--- config.mk ---
export PLATFORM = sky130hd
export DESIGN_NAME = regfile_mp
export DESIGN_NICKNAME = d
export VERILOG_FILES = /design/src/rtl/regfile_mp.sv
export SDC_FILE = /design/constraint.sdc
export NUM_CORES = 2
export LEC_CHECK = 0
export CAP_MARGIN = 20
export CORE_MARGIN = 3
export CORE_UTILIZATION = 30
export DETAILED_ROUTE_END_ITERATION = 7
export PLACE_DENSITY = 0.51
export SLEW_MARGIN = 10
export SYNTH_ARGS = -nofsm -noshare
export SYNTH_HDL_FRONTEND = slang
export SYNTH_SLANG_ARGS = --single-unit
--- constraint.sdc ---
create_clock -name clk -period 9.6 [get_ports clk]
set_input_delay 1.44 -clock clk [delete_from_list [all_inputs] [get_ports clk]]
set_output_delay 1.44 -clock clk [all_outputs]
set_load 0.02 [all_outputs]
--- src/rtl/regfile_mp.sv ---
// Multi-port integer register file with post-reset clear engine.
// Optional write-to-read bypass and hardwired zero entry.
module regfile_mp #(
  parameter int ADDR_W   = 5,
  parameter int XLEN     = 32,
  parameter int NRD      = 2,
  parameter int NWR      = 1,
  parameter bit BYPASS   = 1'b1,
  parameter bit ZERO_REG = 1'b1
) (
  input  logic                  clk,
  input  logic                  rst,
  input  logic [NRD*ADDR_W-1:0] ra,
  output logic [NRD*XLEN-1:0]   rd,
  input  logic [NWR-1:0]        we,
  input  logic [NWR*ADDR_W-1:0] wa,
  input  logic [NWR*XLEN-1:0]   wd,
  input  logic [ADDR_W-1:0]     debug_ra,
  output logic [XLEN-1:0]       debug_rd,
  output logic                  busy,
  output logic                  wr_conflict
);

  typedef enum logic {
    CLEAR,
    READY
  } state_e;

  state_e            state_q, state_d;
  logic [ADDR_W-1:0] clr_ptr_q, clr_ptr_d;
  logic              wr_conflict_q, wr_conflict_d;
  logic [XLEN-1:0]   rf_q [2**ADDR_W];

  assign busy        = (state_q == CLEAR) || rst;
  assign wr_conflict = wr_conflict_q;

  // Clear-sequence next state: walk every entry once, then go ready.
  always_comb begin
    state_d   = state_q;
    clr_ptr_d = clr_ptr_q;
    if (state_q == CLEAR) begin
      clr_ptr_d = clr_ptr_q + ADDR_W'(1);
      if (clr_ptr_q == {ADDR_W{1'b1}}) begin
        state_d = READY;
      end
    end
  end

  // Same-address detection across every pair of enabled write ports.
  always_comb begin
    wr_conflict_d = 1'b0;
    for (int j = 0; j < NWR; j++) begin
      for (int k = j + 1; k < NWR; k++) begin
        if (we[j] && we[k] &&
            wa[j*ADDR_W +: ADDR_W] == wa[k*ADDR_W +: ADDR_W]) begin
          wr_conflict_d = 1'b1;
        end
      end
    end
    if (busy) begin
      wr_conflict_d = 1'b0;
    end
  end

  // Control state: FSM, clear pointer and conflict flag.
  always_ff @(posedge clk) begin
    if (rst) begin
      state_q       <= CLEAR;
      clr_ptr_q     <= '0;
      wr_conflict_q <= 1'b0;
    end else begin
      state_q       <= state_d;
      clr_ptr_q     <= clr_ptr_d;
      wr_conflict_q <= wr_conflict_d;
    end
  end

  // Storage: clear writes while clearing, port writes once ready.
  // Later ports overwrite earlier ones, so the highest index wins.
  always_ff @(posedge clk) begin
    if (!rst) begin
      if (state_q == CLEAR) begin
        rf_q[clr_ptr_q] <= '0;
      end else begin
        for (int j = 0; j < NWR; j++) begin
          if (we[j] &&
              !(ZERO_REG && wa[j*ADDR_W +: ADDR_W] == '0)) begin
            rf_q[wa[j*ADDR_W +: ADDR_W]] <= wd[j*XLEN +: XLEN];
          end
        end
      end
    end
  end

  // Read ports: array value, optional bypass, zero entry, busy mask.
  always_comb begin
    rd = '0;
    for (int i = 0; i < NRD; i++) begin
      logic [ADDR_W-1:0] a;
      logic [XLEN-1:0]   v;
      a = ra[i*ADDR_W +: ADDR_W];
      v = rf_q[a];
      if (BYPASS) begin
        for (int j = 0; j < NWR; j++) begin
          if (we[j] && wa[j*ADDR_W +: ADDR_W] == a) begin
            v = wd[j*XLEN +: XLEN];
          end
        end
      end
      if (ZERO_REG && a == '0) begin
        v = '0;
      end
      if (busy) begin
        v = '0;
      end
      rd[i*XLEN +: XLEN] = v;
    end
  end

  // Debug port: raw array view without bypass.
  always_comb begin
    debug_rd = rf_q[debug_ra];
    if ((ZERO_REG && debug_ra == '0) || busy) begin
      debug_rd = '0;
    end
  end

endmodule
==> images/class_map.png <==
Scale bar: 100 um. Fill, decap, tap and diode cells in gray.
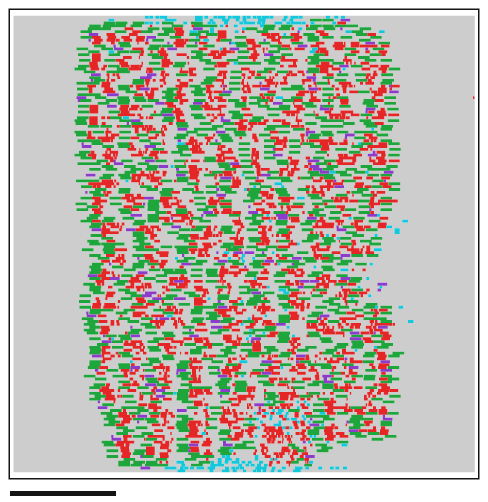
registers -> green  # cells 1030, share of their area 49%
remaining buffers and delay cells -> cyan  # cells 272, share of their area 4.3%
clock drivers and dummy loads -> purple  # cells 210, share of their area 6.0%
remaining logic cells -> red  # cells 2010, share of their area 40%

==> images/layers.png <==
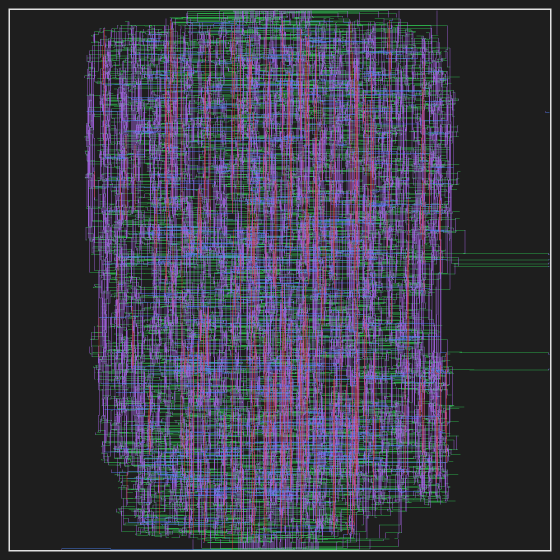
M4 -> red  # wire length 13800 um
M2 -> purple  # wire length 111 mm
M3 -> blue  # wire length 16400 um
M1 -> green  # wire length 87.3 mm

==> images/placed.png <==
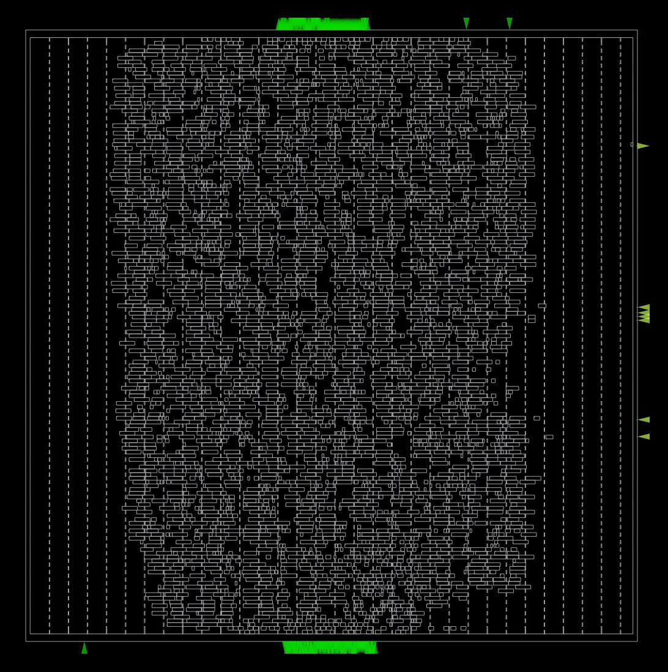
Non-Filler Instances: 6020
fill cell total of the finished layout: 17811
tap cells: 2495

==> images/m1.png <==
Supply wires on this layer in gray.
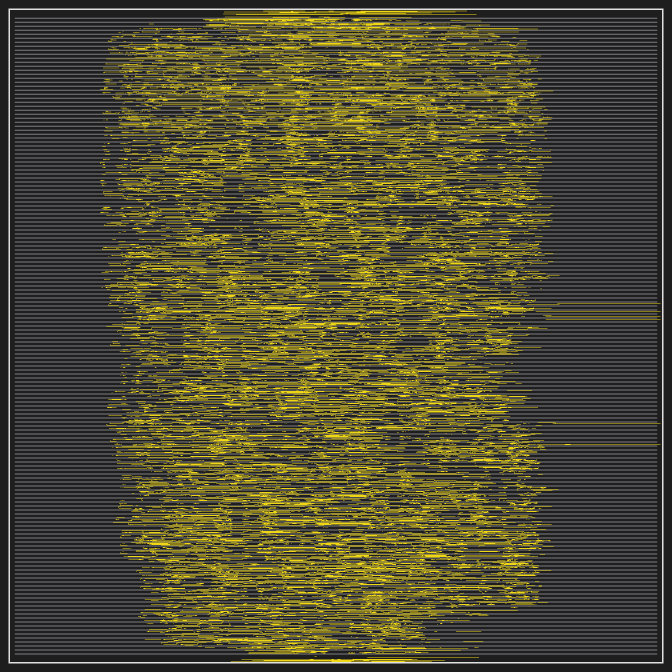
main direction = horizontal
share of all routed wire = 38%
longest straight run = 96.1 um
wire length on this layer = 87.3 mm
nets with wire on the layer = 3341

==> reports/metrics.yaml <==
busiest_layer: "met2"
critPathRequiredTime_ps: 8160
critical_path.slowest_cell: "clkdlybuf4s50_1"
critical_path.cell_chain: "clkbuf_8 -> buf_4 -> nor2_4 -> buf_4 -> a21oi_4 -> buf_4 -> o221a_1 -> clkdlybuf4s50_1"
routed_wl_um: 229000
drive_gt1_frac: 0.307
globalRouteMet3Util: 0.0334
relSlewSlack: 0.229
timing.final.crit_share: 0.711
synth-cells-yosys: 3356
adder_cell_share_of_the_synthesized_area: 0.000436
synth.cellmix.compoundShare: 0.0617
endpoint_kind_of_the_worst_setup_timing_path: "primary output"
finalWorstSetupSlack_ps: 2770
detailedRoute.firstPassIterationCount: 5
die.size.x_um: 443
flop_cell: "edfxtp_1"
hold_viol_final: 0
syn_area_per_cell_um2: 17.1
met2RoutedLength_um: 111000
switchingPower_mw: 2.51
crit_path_max_incr_delay_ps: 700
grt-ovfl-total: 0
multiplexer_share: 0.335
top_post_synthesis_cells_by_count: "edfxtp_1, mux4_2, mux2i_1"
dr.max_layer_used: "met4"
first_global_vias: 36985
clock-root-buffer: "clkbuf_16"
postCtsSetupBuffers: 0
wl_per_cell_um: 38.0
gp_congestion: 0.822
combPwrFrac: 0.093
number_of_buffers_and_inverters_on_the_critical_path: 5
max_clock_freq_mhz: 146
post-synth-top-area-fraction: 0.536
synthTopCellsByArea: "edfxtp_1, mux4_2, mux2i_1, a22oi_1, o221a_2"
wl_met3_um: 16400
outcome: "finished, final reports clean"
clk_pin_slew_ps: 60
ys.flops: 1030
rows: 159
detail_route.iter0.violations: 4608
power.density_mw_per_mm2: 158
grt_pass1_wl_um: 312000
antenna_violations_before_repair: 3
fp.dieH_um: 443
fin_worst_skew_ps: 23.2
met1_length_um: 87300
clock.latency.late_pin_ps: 740
cts_resized: 0
post-place-ws_ps: 2810
grt_use_met1: 0.286
gr-usage-met2: 0.378
ys_sh_xor: 0.00198
yosysTopAreaCell: "edfxtp_1"
drt-vias-per-instance: 6.22
cts_tree: "built"
yosysUniqueCellTypes: 48
critical_path_peak_fanout: 55
cp_common_cell: "buf_4"
timing.final.max_slew_violations: 0
design.core.area_mm2: 0.189
max-cap-violations: 0
ys_async_sr_fraction: 0
pwr-share-clk: 0.431
fin_crit_ps: 6830
grt_setup_unrepaired: "no"
power.sequential.fraction: 0.475
pin_count: 153
post_synth_and_or_nand_nor_area_fraction: 0.0297
post_cts_hold_buffer_count: 0
synthesis.instances: 3356
mappedNetlistArea_mm2: 0.0574
timing.critical_path.max_delay_family: "buffers and inverters"
flip-flops by register name, summed over array words and instances (netlist names):
register   flops
clr_ptr_q      5
state_q        1
rf_q        1024
power groups by stage:
stage	logic, mW	clock network [mW]	registers (mW)
3_5_place_dp	0.962	0	5.02
2_1_floorplan	0.631	0	5.01
4_1_cts	0.965	4.53	4.93
3_3_place_gp	0.964	0	5.02
6_report	0.969	4.47	4.93
5_1_grt	1.00	4.72	4.93
stage by stage:
step,utilization,total power [mW],instances,cell area [um^2],hold slack (ps)
finish,0.348,10.4,6020,65700,585
detailed placement,0.327,5.98,5793,61700,569
floorplan,-,5.65,3356,57400,515
global placement,0.327,5.99,5793,61700,568
global route,0.347,10.6,6017,65700,632
CTS,0.346,10.4,6003,65400,588
area by class of cell:
type / count / area [um^2] / share of cell area
diodes: 3 / 7.51 / 0.000114
clock buffers: 130 / 2910 / 0.0443
clock inverters: 80 / 810 / 0.0123
inverters: 69 / 259 / 0.00394
multi-input cells: 1941 / 25000 / 0.381
flip-flops and latches: 1030 / 30900 / 0.470
well taps: 2495 / 3120 / 0.0475
repair buffers: 272 / 2670 / 0.0407
kinds of logic after synthesis:
logic type / after synthesis
other cells: 1
xor+xnor: 13
mux: 1120
flops: 1030
buf+inv: 385
compound gates: 467
simple gates: 338
fa+ha+maj: 2
path summary, 6_finish.rpt:
path / start / endpoint / slack (ps) / depth (start not counted)
setup / recovery: ra[6] / rd[42] / 2770 / 8
hold / removal: clr_ptr_q[3] / clr_ptr_q[3] / 580 / 2
setup reg to reg: state_q / rf_q[16][7] / 5190 / 6
hold reg to reg: clr_ptr_q[3] / clr_ptr_q[3] / 580 / 2
tightest hold or removal path, delay by kind of cell (launching register included):
family	cells	cell delay, ps
xor+xnor	1	90
flops	1	390
simple gates	1	70
No activity file was given, so power comes from the tool's default toggle rates.
